### src/rtl/retire_trace_fifo_pkg.sv
// Shared types and constants for the retire trace buffer.
// Optional timestamping is enabled by defining RETIRE_TRACE_TIMESTAMP_EN.
package retire_trace_fifo_pkg;

    localparam int unsigned RT_ADDR_WIDTH        = 32;
    localparam int unsigned RT_DATA_WIDTH        = 32;
    localparam int unsigned RT_INSTR_WIDTH       = 32;
    localparam int unsigned RT_REG_ADDR_WIDTH    = 5;
    localparam int unsigned RT_DMEM_OP_WIDTH     = 3;
    localparam int unsigned RT_DROP_CNT_WIDTH    = 16;
    localparam int unsigned RT_TS_WIDTH          = 32;
    localparam int unsigned RETIRE_DEPTH_DEFAULT = 8;

    // One committed instruction as seen by the reference-model checker
    typedef struct packed {
        logic [RT_ADDR_WIDTH-1:0]     pc;
        logic [RT_INSTR_WIDTH-1:0]    instr;
        logic                         rd_we;
        logic [RT_REG_ADDR_WIDTH-1:0] rd_addr;
        logic [RT_DATA_WIDTH-1:0]     rd_data;
        logic [RT_DMEM_OP_WIDTH-1:0]  dmem_op;
        logic                         dmem_we;
        logic [RT_ADDR_WIDTH-1:0]     dmem_addr;
        logic [RT_DATA_WIDTH-1:0]     dmem_data;
    } retire_rec_t;

    localparam int unsigned RETIRE_REC_WIDTH = $bits(retire_rec_t);

    // Record width implied by a set of field widths; equals RETIRE_REC_WIDTH
    // when the module parameters agree with the package defaults.
    function automatic int unsigned rec_width(input int unsigned aw,
                                              input int unsigned dw,
                                              input int unsigned iw,
                                              input int unsigned rw);
        return 2 * aw + 2 * dw + iw + rw + RT_DMEM_OP_WIDTH + 2;
    endfunction

endpackage

### src/rtl/retire_trace_fifo_if.sv
// Retire capture and drain handshake bundle for retire_trace_fifo.
// out_ts_o exists only when RETIRE_TRACE_TIMESTAMP_EN is defined.
interface retire_trace_fifo_if;
    import retire_trace_fifo_pkg::*;

    logic        ret_valid_i;
    retire_rec_t ret_rec_i;
    logic        out_valid_o;
    logic        out_ready_i;
    retire_rec_t out_rec_o;
`ifdef RETIRE_TRACE_TIMESTAMP_EN
    logic [RT_TS_WIDTH-1:0] out_ts_o;

    modport slave (
        input  ret_valid_i, ret_rec_i, out_ready_i,
        output out_valid_o, out_rec_o, out_ts_o
    );
    modport master (
        output ret_valid_i, ret_rec_i, out_ready_i,
        input  out_valid_o, out_rec_o, out_ts_o
    );
`else
    modport slave (
        input  ret_valid_i, ret_rec_i, out_ready_i,
        output out_valid_o, out_rec_o
    );
    modport master (
        output ret_valid_i, ret_rec_i, out_ready_i,
        input  out_valid_o, out_rec_o
    );
`endif

endinterface

### src/rtl/retire_trace_fifo_mem.sv
// Record storage: DEPTH x WIDTH register array, one write port and one
// asynchronous read port. Contents are never reset.
module retire_trace_mem #(
    parameter int unsigned DEPTH = 8,
    parameter int unsigned WIDTH = 32
) (
    input  logic                     clk_i,
    input  logic                     we_i,
    input  logic [$clog2(DEPTH)-1:0] waddr_i,
    input  logic [WIDTH-1:0]         wdata_i,
    input  logic [$clog2(DEPTH)-1:0] raddr_i,
    output logic [WIDTH-1:0]         rdata_o
);

    logic [WIDTH-1:0] mem_q [DEPTH];

    // Write the incoming record into its slot
    always_ff @(posedge clk_i) begin
        if (we_i) begin
            mem_q[waddr_i] <= wdata_i;
        end
    end

    // Head read is combinational so a pushed record is visible next cycle
    assign rdata_o = mem_q[raddr_i];

endmodule

### src/rtl/retire_trace_fifo.sv
// Retire commit-trace FIFO: captures one retire record per cycle and lets a
// checker drain them over valid/ready. Drops on full are counted and flagged.
// DEPTH must be a power of two and at least 2; the width parameters must match
// the field widths of retire_rec_t in retire_trace_fifo_pkg.
// Define RETIRE_TRACE_TIMESTAMP_EN to stamp each record with a cycle counter.
module retire_trace_fifo
    import retire_trace_fifo_pkg::*;
#(
    parameter int unsigned ADDR_WIDTH     = retire_trace_fifo_pkg::RT_ADDR_WIDTH,
    parameter int unsigned DATA_WIDTH     = 32,
    parameter int unsigned INSTR_WIDTH    = 32,
    parameter int unsigned REG_ADDR_WIDTH = 5,
    parameter int unsigned DEPTH          = 8,
    parameter int unsigned DROP_CNT_WIDTH = 16
) (
    input  logic                       clk_i,
    input  logic                       rst_i,
    input  logic                       flush_i,
    retire_trace_fifo_if.slave         trace_if,
    output logic [$clog2(DEPTH):0]     count_o,
    output logic                       full_o,
    output logic                       overflow_o,
    output logic [DROP_CNT_WIDTH-1:0]  drop_cnt_o
);

    localparam int unsigned PTR_W = $clog2(DEPTH);
    localparam int unsigned CNT_W = PTR_W + 1;
    localparam int unsigned REC_W = rec_width(ADDR_WIDTH, DATA_WIDTH, INSTR_WIDTH, REG_ADDR_WIDTH);
`ifdef RETIRE_TRACE_TIMESTAMP_EN
    localparam int unsigned WORD_W = REC_W + RT_TS_WIDTH;
`else
    localparam int unsigned WORD_W = REC_W;
`endif

    logic [PTR_W-1:0]          wr_ptr_q, wr_ptr_d;
    logic [PTR_W-1:0]          rd_ptr_q, rd_ptr_d;
    logic [CNT_W-1:0]          count_q, count_d;
    logic                      full_q, full_d;
    logic                      out_valid_q, out_valid_d;
    logic                      overflow_q, overflow_d;
    logic [DROP_CNT_WIDTH-1:0] drop_cnt_q, drop_cnt_d;

    logic                      pop_c;
    logic                      push_c;
    logic                      drop_c;
    logic                      mem_we_c;
    logic [WORD_W-1:0]         mem_wdata_c;
    logic [WORD_W-1:0]         mem_rdata_c;

`ifdef RETIRE_TRACE_TIMESTAMP_EN
    logic [RT_TS_WIDTH-1:0]    ts_q;

    // Free-running cycle counter; only reset clears it, flush does not
    always_ff @(posedge clk_i) begin
        if (rst_i) begin
            ts_q <= '0;
        end else begin
            ts_q <= ts_q + RT_TS_WIDTH'(1);
        end
    end

    assign mem_wdata_c       = {ts_q, REC_W'(trace_if.ret_rec_i)};
    assign trace_if.out_ts_o = mem_rdata_c[WORD_W-1:REC_W];
`else
    assign mem_wdata_c = REC_W'(trace_if.ret_rec_i);
`endif

    // Handshake decode: a full FIFO still accepts when the head leaves this cycle
    always_comb begin
        pop_c  = out_valid_q && trace_if.out_ready_i;
        push_c = trace_if.ret_valid_i && (!full_q || pop_c);
        drop_c = trace_if.ret_valid_i && full_q && !pop_c;
    end

    // Next-state for pointers, occupancy and drop bookkeeping; flush wins
    always_comb begin
        wr_ptr_d   = wr_ptr_q;
        rd_ptr_d   = rd_ptr_q;
        count_d    = count_q;
        overflow_d = overflow_q;
        drop_cnt_d = drop_cnt_q;
        if (flush_i) begin
            wr_ptr_d   = '0;
            rd_ptr_d   = '0;
            count_d    = '0;
            overflow_d = 1'b0;
            drop_cnt_d = '0;
        end else begin
            if (push_c) begin
                wr_ptr_d = wr_ptr_q + PTR_W'(1);
            end
            if (pop_c) begin
                rd_ptr_d = rd_ptr_q + PTR_W'(1);
            end
            count_d = count_q + CNT_W'(push_c) - CNT_W'(pop_c);
            if (drop_c) begin
                overflow_d = 1'b1;
                if (drop_cnt_q != '1) begin
                    drop_cnt_d = drop_cnt_q + DROP_CNT_WIDTH'(1);
                end
            end
        end
        full_d      = (count_d == CNT_W'(DEPTH));
        out_valid_d = (count_d != '0);
    end

    // State registers with synchronous reset
    always_ff @(posedge clk_i) begin
        if (rst_i) begin
            wr_ptr_q    <= '0;
            rd_ptr_q    <= '0;
            count_q     <= '0;
            full_q      <= 1'b0;
            out_valid_q <= 1'b0;
            overflow_q  <= 1'b0;
            drop_cnt_q  <= '0;
        end else begin
            wr_ptr_q    <= wr_ptr_d;
            rd_ptr_q    <= rd_ptr_d;
            count_q     <= count_d;
            full_q      <= full_d;
            out_valid_q <= out_valid_d;
            overflow_q  <= overflow_d;
            drop_cnt_q  <= drop_cnt_d;
        end
    end

    assign mem_we_c = push_c && !flush_i && !rst_i;

    retire_trace_mem #(
        .DEPTH (DEPTH),
        .WIDTH (WORD_W)
    ) u_mem (
        .clk_i   (clk_i),
        .we_i    (mem_we_c),
        .waddr_i (wr_ptr_q),
        .wdata_i (mem_wdata_c),
        .raddr_i (rd_ptr_q),
        .rdata_o (mem_rdata_c)
    );

    assign trace_if.out_valid_o = out_valid_q;
    assign trace_if.out_rec_o   = retire_rec_t'(RETIRE_REC_WIDTH'(mem_rdata_c[REC_W-1:0]));
    assign count_o              = count_q;
    assign full_o               = full_q;
    assign overflow_o           = overflow_q;
    assign drop_cnt_o           = drop_cnt_q;

endmodule

### src/flat_wrapper.sv
// flat-port wrapper written by rule: the top's interface ports become plain ports
module retire_trace_fifo_flat import retire_trace_fifo_pkg::*;
#(
    parameter int unsigned ADDR_WIDTH     = retire_trace_fifo_pkg::RT_ADDR_WIDTH,
    parameter int unsigned DATA_WIDTH     = 32,
    parameter int unsigned INSTR_WIDTH    = 32,
    parameter int unsigned REG_ADDR_WIDTH = 5,
    parameter int unsigned DEPTH          = 8,
    parameter int unsigned DROP_CNT_WIDTH = 16
)
  (clk_i, rst_i, flush_i, count_o, full_o, overflow_o, drop_cnt_o, trace_if_ret_valid_i, trace_if_ret_rec_i, trace_if_out_ready_i, trace_if_out_valid_o, trace_if_out_rec_o);
  retire_trace_fifo_if trace_if_i ();
  input  logic clk_i;
  input  logic rst_i;
  input  logic flush_i;
  output logic [$clog2(DEPTH):0] count_o;
  output logic full_o;
  output logic overflow_o;
  output logic [DROP_CNT_WIDTH-1:0] drop_cnt_o;
  input wire logic [$bits(trace_if_i.ret_valid_i)-1:0] trace_if_ret_valid_i;
  input wire logic [$bits(trace_if_i.ret_rec_i)-1:0] trace_if_ret_rec_i;
  input wire logic [$bits(trace_if_i.out_ready_i)-1:0] trace_if_out_ready_i;
  output wire logic [$bits(trace_if_i.out_valid_o)-1:0] trace_if_out_valid_o;
  output wire logic [$bits(trace_if_i.out_rec_o)-1:0] trace_if_out_rec_o;
  assign trace_if_i.ret_valid_i = trace_if_ret_valid_i;
  assign trace_if_i.ret_rec_i = trace_if_ret_rec_i;
  assign trace_if_i.out_ready_i = trace_if_out_ready_i;
  assign trace_if_out_valid_o = trace_if_i.out_valid_o;
  assign trace_if_out_rec_o = trace_if_i.out_rec_o;
  retire_trace_fifo #(.ADDR_WIDTH(ADDR_WIDTH), .DATA_WIDTH(DATA_WIDTH), .INSTR_WIDTH(INSTR_WIDTH), .REG_ADDR_WIDTH(REG_ADDR_WIDTH), .DEPTH(DEPTH), .DROP_CNT_WIDTH(DROP_CNT_WIDTH)) u_core (.clk_i(clk_i), .rst_i(rst_i), .flush_i(flush_i), .trace_if(trace_if_i), .count_o(count_o), .full_o(full_o), .overflow_o(overflow_o), .drop_cnt_o(drop_cnt_o));
endmodule
### config.mk
export PLATFORM = sky130hd
export DESIGN_NAME = retire_trace_fifo_flat
export DESIGN_NICKNAME = d
export VERILOG_FILES = /design/src/rtl/retire_trace_fifo_pkg.sv /design/src/rtl/retire_trace_fifo_if.sv /design/src/rtl/retire_trace_fifo_mem.sv /design/src/rtl/retire_trace_fifo.sv /design/src/flat_wrapper.sv
export SDC_FILE = /design/constraint.sdc
export NUM_CORES = 1
export LEC_CHECK = 0
export CAP_MARGIN = 20
export CORE_MARGIN = 2
export CORE_UTILIZATION = 63
export CTS_CLUSTER_DIAMETER = 60
export DETAILED_ROUTE_END_ITERATION = 16
export PLACE_DENSITY = 0.9
export SYNTH_ARGS = -nofsm -noshare
export SYNTH_HDL_FRONTEND = slang
export SYNTH_SLANG_ARGS = --single-unit
export TNS_END_PERCENT = 30
### constraint.sdc
create_clock -name clk_i -period 31.7 [get_ports clk_i]
set_clock_uncertainty 0.1 [all_clocks]
set_input_delay 7.925 -clock clk_i [delete_from_list [all_inputs] [get_ports clk_i]]
set_output_delay 7.925 -clock clk_i [all_outputs]
set_load 0.05 [all_outputs]
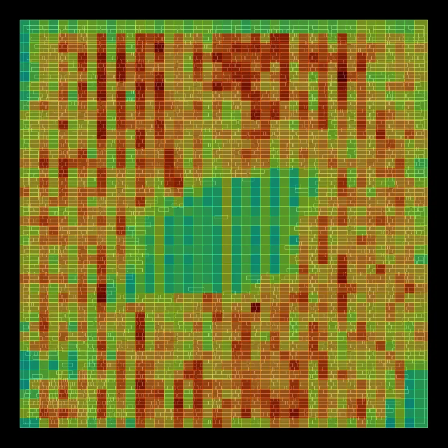
(run_1/congestion.png)
wire per inst: 30.8 µm
M1 GR Usage: 35.0%

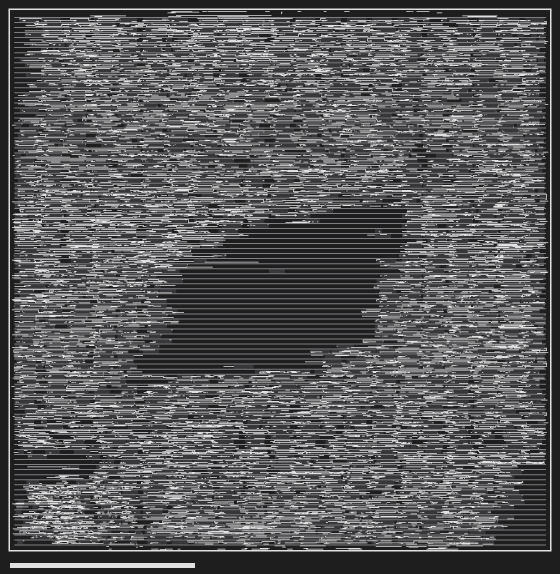
(run_1/layer_met1.png)
Scale bar: 100 µm. Supply wires on this layer in gray.
The layer carries 41.3 mm of wire. The longest straight run is 79.8 µm. 2674 nets have wire on it.

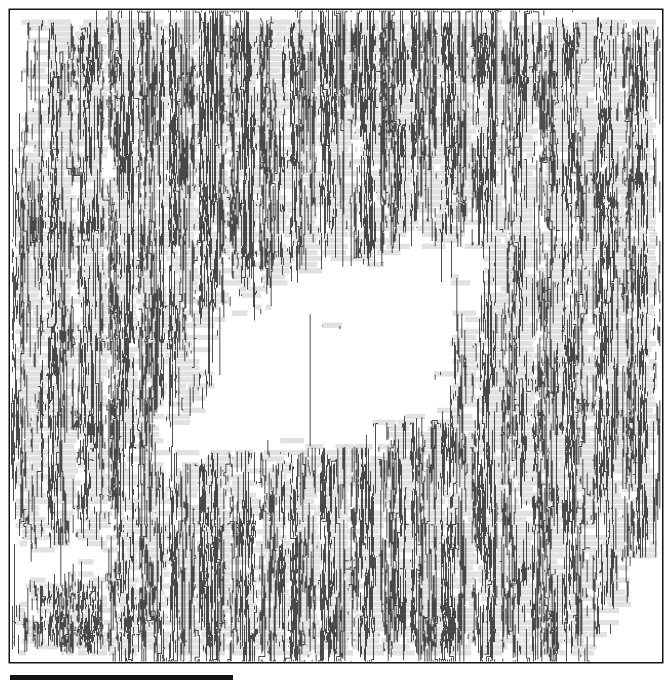
(run_1/layer_met2.png)
Scale bar: 100 µm.
The longest straight run is 88.4 µm. The layer carries 62.0 mm of wire. 2649 nets have wire on it. The layer holds 53% of the routed length.

-- run 1: critical path, cell delays in order (launching register included) --
cell and delay (ns):
dfxtp_4 1.04, buf_4 0.91, buf_4 0.94, mux4_2 0.47, mux2_2 0.30, clkdlybuf4s50_1 0.70
-- run 1: worst max path at each step --
stage	endpoint	slack [ns]	cells past startpoint
2_1_floorplan	u_core.u_mem.mem_q[0][0]	10.52	4
3_3_place_gp	trace_if_out_rec_o[132]	19.21	5
3_5_place_dp	u_core.u_mem.mem_q[5][135]	19.13	6
4_1_cts	trace_if_out_rec_o[120]	18.33	5
5_1_grt	trace_if_out_rec_o[130]	18.08	5
6_report	trace_if_out_rec_o[37]	18.39	5
-- run 1: sequential cells by signal, indices dropped and copies added, names as in the netlist, named ones only --
signal / cells
u_core.u_mem.mem_q: 1360
u_core.drop_cnt_o: 16
u_core.count_o: 4
u_core.rd_ptr_q: 3
u_core.wr_ptr_q: 3
u_core.full_o: 1
u_core.overflow_o: 1
u_core.trace_if.out_valid_o: 1
-- run 1: layout make-up --
cell class | count | area [µm²]
Fill cell | 4096 | 20600
Inverter | 6 | 22.5
Clock inverter | 77 | 594
Timing Repair Buffer | 405 | 4020
Multi-Input combinational cell | 652 | 10500
Antenna cell | 15 | 37.5
Clock buffer | 168 | 3590
Sequential cell | 1392 | 41500
Tap cell | 1070 | 1340
-- run 1: per-stage QoR --
step	hold slack [ns]	instance area, µm²
5_1_grt	0.418	61600
6_report	0.401	61600
4_1_cts	0.402	61500
2_1_floorplan	0.362	52400
3_3_place_gp	0.361	57400
3_5_place_dp	0.379	57400
-- run 1: power by group through the flow --
stage	sequential, mW	combinational [mW]	clock (mW)
after CTS	2.04	0.178	1.55
after floorplan	2.08	0.0941	0
after global routing	2.04	0.187	1.61
after detailed placement	2.08	0.175	0
final	2.04	0.177	1.53
after global placement	2.07	0.168	0
-- run 1: placed cells by master, fill, tap and decap left out, drive strengths merged, types with 2 or more instances in the layout --
| master | netlist | layout |
|---|---|---|
| xnor2 | 2 | 2 |
| or4 | 4 | 4 |
| nor2 | 19 | 19 |
| nand4 | 7 | 7 |
| o31ai | 4 | 4 |
| bufinv | 0 | 6 |
| xor2 | 5 | 5 |
| and2 | 3 | 3 |
| mux4 | 340 | 340 |
| inv | 6 | 13 |
| mux2i | 5 | 5 |
| mux2 | 170 | 170 |
| clkinv | 0 | 60 |
| dfxtp | 32 | 32 |
| nor4 | 6 | 6 |
| or2 | 2 | 2 |
| or3 | 9 | 9 |
| o21ai | 4 | 4 |
| edfxtp | 1360 | 1360 |
| clkbuf | 57 | 168 |
| clkdlybuf4s50 | 0 | 367 |
| diode | 0 | 15 |
| nand3 | 8 | 8 |
| nand2b | 2 | 2 |
| clkinvlp | 0 | 4 |
| a21oi | 14 | 14 |
| buf | 43 | 38 |
| nor3 | 8 | 8 |
| ha | 6 | 6 |
| nand2 | 20 | 20 |
-- run 1: per-layer routing --
layer,GRT usage [%],wire length [µm]
met1,35.0,41300
met2,46.7,62000
met3,5.63,8710
met4,11.5,4620
met5,0,116
==> flow_summary_export.csv, run 1 <==
group,metric,value,unit
run_status,outcome,"completed",
clock_network,worst_skew_pair.late_latency,0.71,ns
yosys,synthArstFlopShare,0,%
yosys,ys_sh_aoi,0.377,%
yosys,ys_warn_count,0,
worst_hold_path,whs_endpoint,"u_core.drop_cnt_o[15]",
clock_network,cts_tree,"yes",
timing,rsz0062_at_grt,"false",
timing,fin_ws,18.39,ns
grt,overflow,0,
yosys,ys_types,42,
yosys,synthTopLogicFamily,"multiplexers",
clock_network,cts_buffers,136,
worst_setup_path,r2r-start,"u_core.trace_if.out_valid_o",
detailed_routing,wirelength,117000,µm
die,die_x,292,µm
yosys,yosysMostFrequentCell,"edfxtp_1",
pwr,combPwrFrac,4.7,%
detailed_routing,via_per_inst,6.53,
yosys,syn_avg_cell_area,24.4,µm²
layout,final_core_util,74.9,%
worst_setup_path,ff2ff_path_depth,5,
timing,tightest_slew,1.13,ns
place,dp_hpwl,60500,µm
yosys,fa_ha_area_share,0.182,%
clock_network,clk_pin_slew,0.06,ns
clock_network,root_buffer,"clkbuf_16",
worst_setup_path,worst_r2r_endpoint,"u_core.u_mem.mem_q[5][115]",
yosys,ys_cells,2150,
yosys,simple_gate_share,0.936,%
yosys,syn_inst,2150,
yosys,netlist.area_leader.share,78.0,%
grt,antenna_found_initial,23,
yosys,syn_nets,2332,
job,max_cap_viol_count,0,
clock_network,cts_resized,0,
yosys,ys_seq_share,79.2,%
yosys,edf_count,1360,
pwr,p_sw_share,20.9,%
worst_hold_path,hp-start,"u_core.drop_cnt_o[15]",
die,rows,105,
==> run_1/sizes.png <==
Scale bar: 100 µm.
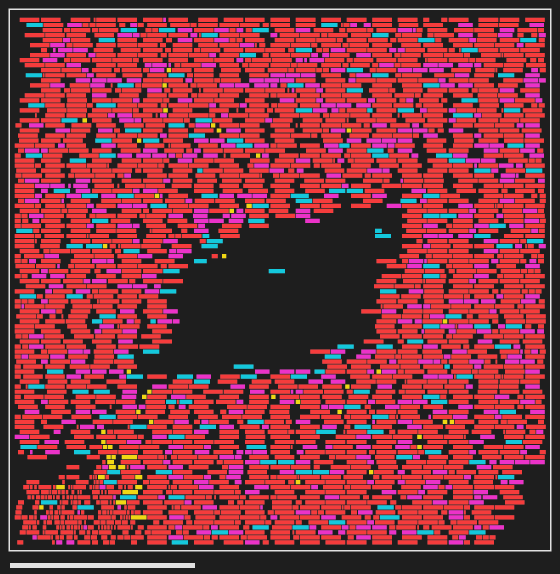

--- run 2 (diff from run 1) ---
--- a/config.mk
+++ b/config.mk
@@ -7,10 +7,10 @@
 export LEC_CHECK = 0
 export CAP_MARGIN = 20
 export CORE_MARGIN = 2
-export CORE_UTILIZATION = 63
+export CORE_UTILIZATION = 58
 export CTS_CLUSTER_DIAMETER = 60
 export DETAILED_ROUTE_END_ITERATION = 16
-export PLACE_DENSITY = 0.9
+export PLACE_DENSITY = 0.84
 export SYNTH_ARGS = -nofsm -noshare
 export SYNTH_HDL_FRONTEND = slang
 export SYNTH_SLANG_ARGS = --single-unit
==> constraint.sdc (replaced) <==
create_clock -name clk_i -period 13 [get_ports clk_i]
set_clock_uncertainty 0.1 [all_clocks]
set_input_delay 3.25 -clock clk_i [delete_from_list [all_inputs] [get_ports clk_i]]
set_output_delay 3.25 -clock clk_i [all_outputs]
set_load 0.05 [all_outputs]
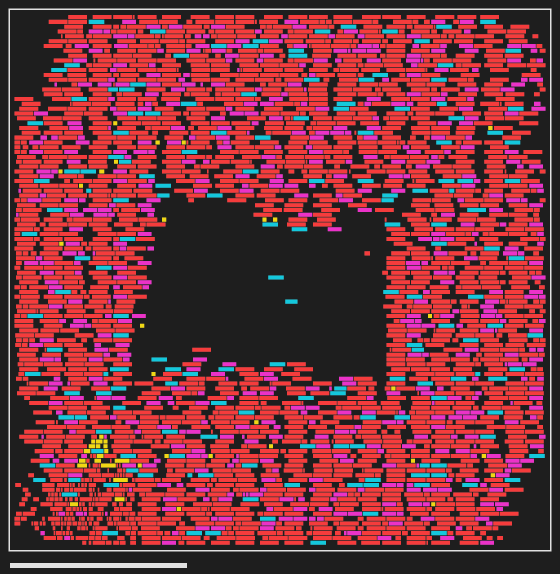
(run_2/sizes.png)
Scale bar: 100 µm.
Key: _0 and _1 cells = red [cells 1943, share 72%, most used edfxtp_1]; _3 and _4 cells = yellow [cells 44, share 1.6%, most used buf_4]; _6 and larger = cyan [cells 166, share 6.1%, most used clkbuf_16]; _2 cells = magenta [cells 547, share 20%, most used mux4_2]

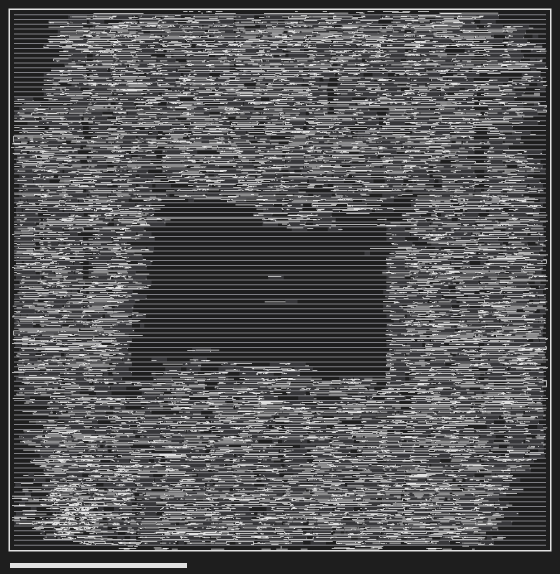
(run_2/layer_met1.png)
Scale bar: 100 µm. Supply wires on this layer in gray.
The layer holds 37% of the routed length. The wires run mostly horizontal. The longest straight run is 66.2 µm. The layer carries 40.7 mm of wire.

==> run 2 against run 1 <==
  * Clock power rose by 140%
  * Combinational power rose by 140%
  * Hold slack got worse by 0.0020 ns
  * First-iteration DRC count rose by 4.2%
  * Non-clock buffer count fell by 5
  * Synthesized cell count did not move
  * Sequential share of layout area fell by 0.25 points
  * Critical endpoint is now trace_if_out_rec_o[72]
  * Largest power group unchanged
  * Highest routed layer unchanged
==> flow_summary_export.csv, run 2 <==
group,metric,value,unit
run_status,outcome,"completed",
grt,antenna_found_initial,25,
worst_setup_path,crit_family,"buffers and inverters",
yosys,ys_types,42,
worst_setup_path,path_buffers,3,
place,dp_hpwl,56800,µm
detailed_routing,wire_per_inst,28.2,µm
worst_setup_path,slowest_delay,0.76,ns
detailed_routing,wirelength,110000,µm
job,max_cap_viol_count,0,
layout,lay_top_count,"edfxtp_1",
layout,largest-register,"u_core.u_mem.mem_q",
yosys,syn_avg_cell_area,24.4,µm²
yosys,edf_count,1360,
clock_network,cts_buffers,137,
layout,final_cell_mix,"1360 x edfxtp_1, 367 x clkdlybuf4s50_1, 340 x mux4_2, 170 x mux2_2, 138 x clkbuf_16",
yosys,yosysMostFrequentCell,"edfxtp_1",
timing,hold_ws,0.399,ns
place,postPlaceCellArea,57500,µm²
timing,tightest_slew,1.14,ns
yosys,syn_nets,2332,
layout,fillers,5106,
layout,largest_register_ffs,1360,
yosys,ys_sh_aoi,0.377,%
yosys,synthArstFlopShare,0,%
yosys,syn_inst,2150,
yosys,ys_cells,2150,
yosys,ys_warn_count,0,
yosys,fa_ha_area_share,0.182,%
grt,grtUsageMet3,5.71,%
grt,grt_use_met2,39.8,%
==> run 2: netlist changes by cell type in the layout (fill, tap and decap cells not counted), moves of 3 or more <==
| cell | delta |
|---|---|
| clkinvlp_4 | +4 |
| clkinv_1 | -9 |
| buf_4 | -10 |
| diode_2 | +3 |
| clkinv_2 | +7 |
| buf_12 | +5 |
| clkbuf_1 | +3 |
| inv_16 | +4 |
==> run 2: routing by layer <==
| metal | vias to the layer above | share of wire (%) |
|---|---|---|
| li1 | 10100 | - |
| met1 | 12800 | 37 |
| met2 | 1042 | 52 |
| met3 | 222 | 7.0 |
| met4 | 14 | 3.4 |
| met5 | - | 0.092 |
==> run 2: path summary, 6_finish.rpt <==
kind | from | end | slack (ns) | depth (start not counted)
max reg2reg | u_core.trace_if.out_valid_o | u_core.u_mem.mem_q[0][114] | 9.23 | 6
min | u_core.rd_ptr_q[1] | flip-flop | 0.40 | 2
max | flip-flop | trace_if_out_rec_o[72] | 4.84 | 5
min reg2reg | u_core.rd_ptr_q[1] | flip-flop | 0.40 | 2
==> run 2: cell families (layout without fill, tap and decap cells) <==
| group | count (synthesis) | after routing |
|---|---|---|
| buf+inv | 106 | 656 |
| other cells | 0 | 18 |
| mux | 515 | 515 |
| xor+xnor | 7 | 7 |
| fa+ha+maj | 7 | 7 |
| compound gates | 30 | 30 |
| simple gates | 93 | 93 |
| flops | 1392 | 1392 |
==> run 2: power breakdown <==
group / leakage (nW) / switching (mW) / internal [mW]
clock: 2.07 / 1.65 / 2.10
combinational: 4.20 / 0.251 / 0.178
sequential: 12.5 / 0.0126 / 4.95
total: 18.8 / 1.91 / 7.23
==> run 2: cell type report <==
class	count	area (µm²)	share of cell area, %
Timing Repair Buffer	400	4040	6.53
Clock inverter	80	671	1.08
Sequential cell	1392	41500	67.1
Inverter	6	22.5	0.0364
Tap cell	1176	1470	2.38
Multi-Input combinational cell	652	10500	17.0
Antenna cell	18	45.0	0.0728
Clock buffer	170	3570	5.78
==> run 2: worst register-to-register path, stage by stage, from the launching register on <==
cell,delay (ns)
dfxtp_1,0.45
a21bo_4,0.20
nand2_1,0.12
or3_1,0.55
nor3_4,0.28
buf_12,0.59
buf_4,0.96
==> run 2: metrics by stage <==
stage | setup TNS, ns | setup slack, ns | power [mW]
2_1_floorplan | -519.44 | -3.06 | 5.30
3_3_place_gp | 0 | 5.45 | 5.47
3_5_place_dp | 0 | 5.38 | 5.49
4_1_cts | 0 | 4.53 | 9.21
5_1_grt | 0 | 4.47 | 9.40
6_report | 0 | 4.84 | 9.14
Power and IR drop assume default switching activity.
